### src/rtl/instruction_cache_responder.sv
// Direct-mapped read-only instruction cache: zero-latency hits, block refill from a
// 128-bit instruction memory, and a flush that invalidates every line.
module instruction_cache_responder #(
  parameter int unsigned INDEX_BITS = 3,
  parameter int unsigned TAG_BITS   = 32 - 4 - INDEX_BITS,
  parameter logic [31:0] NOP_INST   = 32'h00000013
) (
  input  logic         clock,
  input  logic         reset,
  input  logic [31:0]  address,
  input  logic         flush,
  output logic [31:0]  readinst,
  output logic         busywait,
  output logic         mem_read,
  output logic [27:0]  mem_address,
  input  logic [127:0] mem_readdata,
  input  logic         mem_busywait
);

  localparam int unsigned LINES    = 1 << INDEX_BITS;
  localparam logic [31:0] RESET_PC = 32'hFFFFFFFC;

  typedef enum logic [1:0] {
    IDLE     = 2'd0,
    MEM_READ = 2'd1,
    UPDATE   = 2'd2
  } state_t;

  state_t                state_q;
  logic [LINES-1:0]      valid_q;
  logic [TAG_BITS-1:0]   tag_q  [LINES];
  logic [127:0]          data_q [LINES];
  logic [127:0]          fill_data_q;
  logic [27:0]           mem_address_q;
  logic                  mem_read_q;
  logic                  flush_pending_q;

  logic [INDEX_BITS-1:0] req_index;
  logic [TAG_BITS-1:0]   req_tag;
  logic [1:0]            req_word;
  logic [INDEX_BITS-1:0] fill_index;
  logic [TAG_BITS-1:0]   fill_tag;
  logic                  is_sentinel;
  logic                  hit;
  logic                  miss;
  logic [31:0]           line_words [4];

  assign req_index   = address[3+INDEX_BITS:4];
  assign req_tag     = address[31:4+INDEX_BITS];
  assign req_word    = address[3:2];
  assign fill_index  = mem_address_q[INDEX_BITS-1:0];
  assign fill_tag    = mem_address_q[27:INDEX_BITS];
  assign is_sentinel = (address == RESET_PC);

  assign hit  = valid_q[req_index] && (tag_q[req_index] == req_tag);
  assign miss = (state_q == IDLE) && !is_sentinel && !hit;

  genvar gi;
  generate
    for (gi = 0; gi < 4; gi++) begin : g_words
      assign line_words[gi] = data_q[req_index][gi*32 +: 32];
    end
  endgenerate

  // Hits and the reset-PC sentinel answer in the same cycle; reset forces a NOP.
  always_comb begin
    busywait = 1'b0;
    readinst = NOP_INST;
    if (!reset) begin
      if (state_q != IDLE) begin
        busywait = 1'b1;
      end else if (!is_sentinel) begin
        busywait = !hit;
        readinst = line_words[req_word];
      end
    end
  end

  assign mem_read    = mem_read_q;
  assign mem_address = mem_address_q;

  always_ff @(posedge clock or posedge reset) begin
    if (reset) begin
      state_q         <= IDLE;
      valid_q         <= '0;
      mem_read_q      <= 1'b0;
      mem_address_q   <= '0;
      flush_pending_q <= 1'b0;
    end else begin
      case (state_q)
        IDLE: begin
          if (flush) begin
            valid_q <= '0;
          end
          if (miss) begin
            mem_address_q <= address[31:4];
            mem_read_q    <= 1'b1;
            state_q       <= MEM_READ;
          end
        end
        MEM_READ: begin
          if (flush) begin
            flush_pending_q <= 1'b1;
          end
          if (!mem_busywait) begin
            mem_read_q <= 1'b0;
            state_q    <= UPDATE;
          end
        end
        UPDATE: begin
          // A flush seen during the refill also wipes the line being filled.
          if (flush || flush_pending_q) begin
            valid_q <= '0;
          end else begin
            valid_q[fill_index] <= 1'b1;
          end
          flush_pending_q <= 1'b0;
          state_q         <= IDLE;
        end
        default: begin
          mem_read_q <= 1'b0;
          state_q    <= IDLE;
        end
      endcase
    end
  end

  // Tag/data storage carries no reset; validity alone decides a hit.
  always_ff @(posedge clock) begin
    if (state_q == MEM_READ && !mem_busywait) begin
      fill_data_q <= mem_readdata;
    end
    if (state_q == UPDATE) begin
      data_q[fill_index] <= fill_data_q;
      tag_q[fill_index]  <= fill_tag;
    end
  end

endmodule

### config.mk
export PLATFORM = sky130hd
export DESIGN_NAME = instruction_cache_responder
export DESIGN_NICKNAME = d
export VERILOG_FILES = /design/src/rtl/instruction_cache_responder.sv
export SDC_FILE = /design/constraint.sdc
export NUM_CORES = 1
export LEC_CHECK = 0
export CAP_MARGIN = 25
export CORE_ASPECT_RATIO = 1.5
export CORE_MARGIN = 1.5
export CORE_UTILIZATION = 60
export CTS_CLUSTER_DIAMETER = 60
export DETAILED_ROUTE_END_ITERATION = 10
export DONT_BUFFER_PORTS = 1
export PLACE_DENSITY = 0.76
export SYNTH_ARGS = -nofsm -noshare
export SYNTH_HDL_FRONTEND = slang
export SYNTH_SLANG_ARGS = --single-unit
### constraint.sdc
create_clock -name clock -period 33.9 [get_ports clock]
set_clock_uncertainty 0.2 [all_clocks]
set_input_delay 5.085 -clock clock [delete_from_list [all_inputs] [get_ports clock]]
set_output_delay 5.085 -clock clock [all_outputs]
set_load 0.005 [all_outputs]
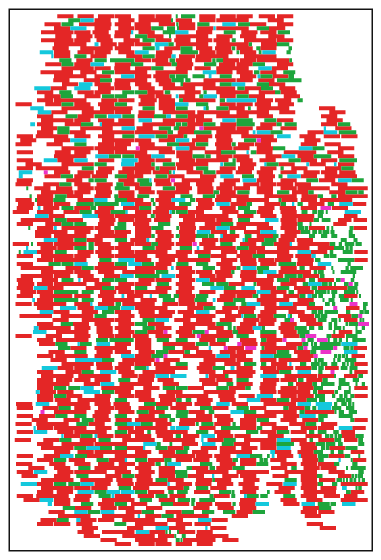
**Above:** placed cells, one colour a class.
| class | colour | cells |
|---|---|---|
| other buffers and delay cells | magenta | 32 |
| clock drivers and dummy loads | cyan | 216 |
| all other logic | green | 860 |
| flip-flops | red | 1392 |
area of all placed cells without fillers: 58270 um2
core area: 87700 um2
number of rows created at floorplan: 133

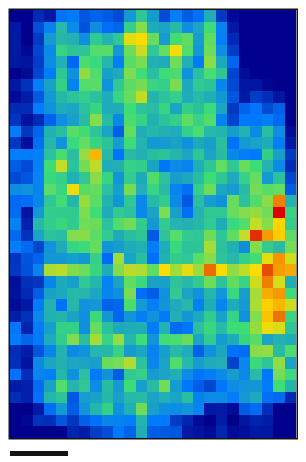
**Above:** wiring heat map.
The bar under the picture is 50 um long. The die is cut into 25 by 37 equal tiles; dark blue is low, red is high, scaled to the fullest tile. Values are wire area over tile area, all layers added.
mean over tiles: 0.20
fullest tile: 0.57
densest ninth of the die: right middle
final WL: 111300 um
wire length per cell after detailed routing: 30.45 um
total global routing track utilization: 0.2522

==> impl_table.tex <==
% Yosys + OpenROAD metrics
\begin{tabular}{lr}
\hline
Metric & Value \\
\hline
\multicolumn{2}{l}{\textbf{STA}} \\
Setup repair after global routing missed its margin & no \\
Pins Over Slew Limit & 48 \\
Normalized max-slew margin & -0.01677 \\
Period Utilization, post-route & 0.4162 \\
Fmax & between 0.07 and 0.08 GHz \\
Final min period & between 10 and 15 ns \\
\multicolumn{2}{l}{\textbf{CTS}} \\
Worst-Skew Late Latency & 0.71 ns \\
Largest buffer count on any clock path & 3 \\
\multicolumn{2}{l}{\textbf{Run}} \\
Max-capacitance violation count & 0 \\
\multicolumn{2}{l}{\textbf{Synthesis}} \\
Chip Area, Yosys & between 50000 and 60000 um2 \\
Cells taking the most area after synthesis & edfxtp\_1 (76\%), mux4\_2 (13\%), mux2i\_1 (2.1\%), dfrtp\_1 (1.9\%), nand2\_1 (0.48\%) \\
Register area share after synthesis & 0.7835 \\
Synth Area in Simple Gates & 0.02491 \\
Synth Net Count & 2546 \\
Post-Syn Area & 53090 um2 \\
\multicolumn{2}{l}{\textbf{Setup path}} \\
Critical-path maximum fanout & 239 \\
Crit path DAT & roughly 9 ns \\
Cell seen most often among critical-path stages & buf\_4 \\
Critical Path Start & address[5] \\
Sequence of cells on the critical path & inv\_2 -> buf\_4 -> mux2i\_1 -> xor2\_1 -> o21ai\_0 -> nor4\_2 -> buf\_4 -> and4\_1 -> buf\_4 -> o22ai\_1 \\
Worst flop-to-flop path startpoint & state\_q[1]\$\_DFFE\_PP0P\_ \\
Critical path endpoint & busywait \\
Required time at the endpoint of the critical path & 28.61 ns \\
\multicolumn{2}{l}{\textbf{Global route}} \\
Maximum number of pins on one net before global-route repair & roughly 320 \\
Number of global-route vias before repair & about 25000 \\
\multicolumn{2}{l}{\textbf{Finish}} \\
Non-clock buffer total of the final layout & 32 \\
Post-layout util & 0.6645 \\
Largest register FFs & 1024 \\
Total Nets Final & 2568 \\
Nonclk inv count & 4 \\
Number of standard cells in the layout, taps in and fillers out & 3656 \\
\multicolumn{2}{l}{\textbf{Run status}} \\
Outcome & finished, violations left \\
Violated checks & slew limit \\
\multicolumn{2}{l}{\textbf{Power and ir drop}} \\
Power group with the largest share & sequential cells \\
Power in the clock group & 1.38 mW \\
Total power density per cell area & approximately 67 nW/um2 \\
\multicolumn{2}{l}{\textbf{Detailed routing}} \\
Drt first pass iters & 5 \\
\multicolumn{2}{l}{\textbf{Hold path}} \\
Launch point of the worst hold path & valid\_q[1]\$\_DFFE\_PP0P\_ \\
Min-Delay Path Depth & 2 \\
\multicolumn{2}{l}{\textbf{Placed design}} \\
Final weighted congestion in routability-driven placement & 0.8514 \\
Post-place setup slack & between 20 and 25 ns \\
Post-placement cell area & 54240 um2 \\
\multicolumn{2}{l}{\textbf{Floorplan}} \\
Height of the chip & 367.3 um \\
Die area & 90320 um2 \\
\hline
\end{tabular}
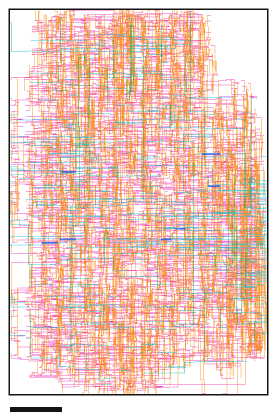
**Above:** wiring by layer.
The bar under the picture is 50 um long.
| layer | colour | wire length |
|---|---|---|
| met2 | orange | 57.4 mm |
| met4 | green | 2770 um |
| met5 | blue | 81.9 um |
| met1 | magenta | 42.5 mm |
| met3 | cyan | 8520 um |
Vias: 24110

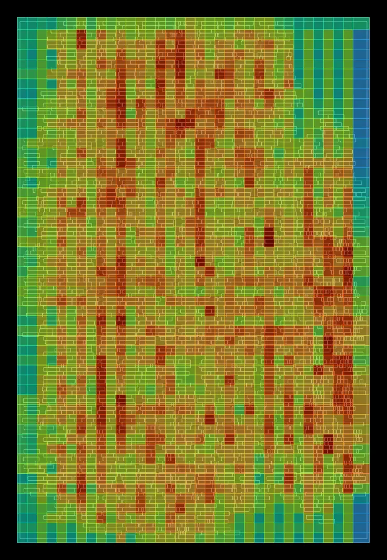
**Above:** routing congestion map.
met2 routing resource usage after global routing: 0.4166
highest-utilization routing layer at the global route stage: met2
global routing met3 resource utilization: 0.04699

Power is estimated from default activity; no workload was simulated.
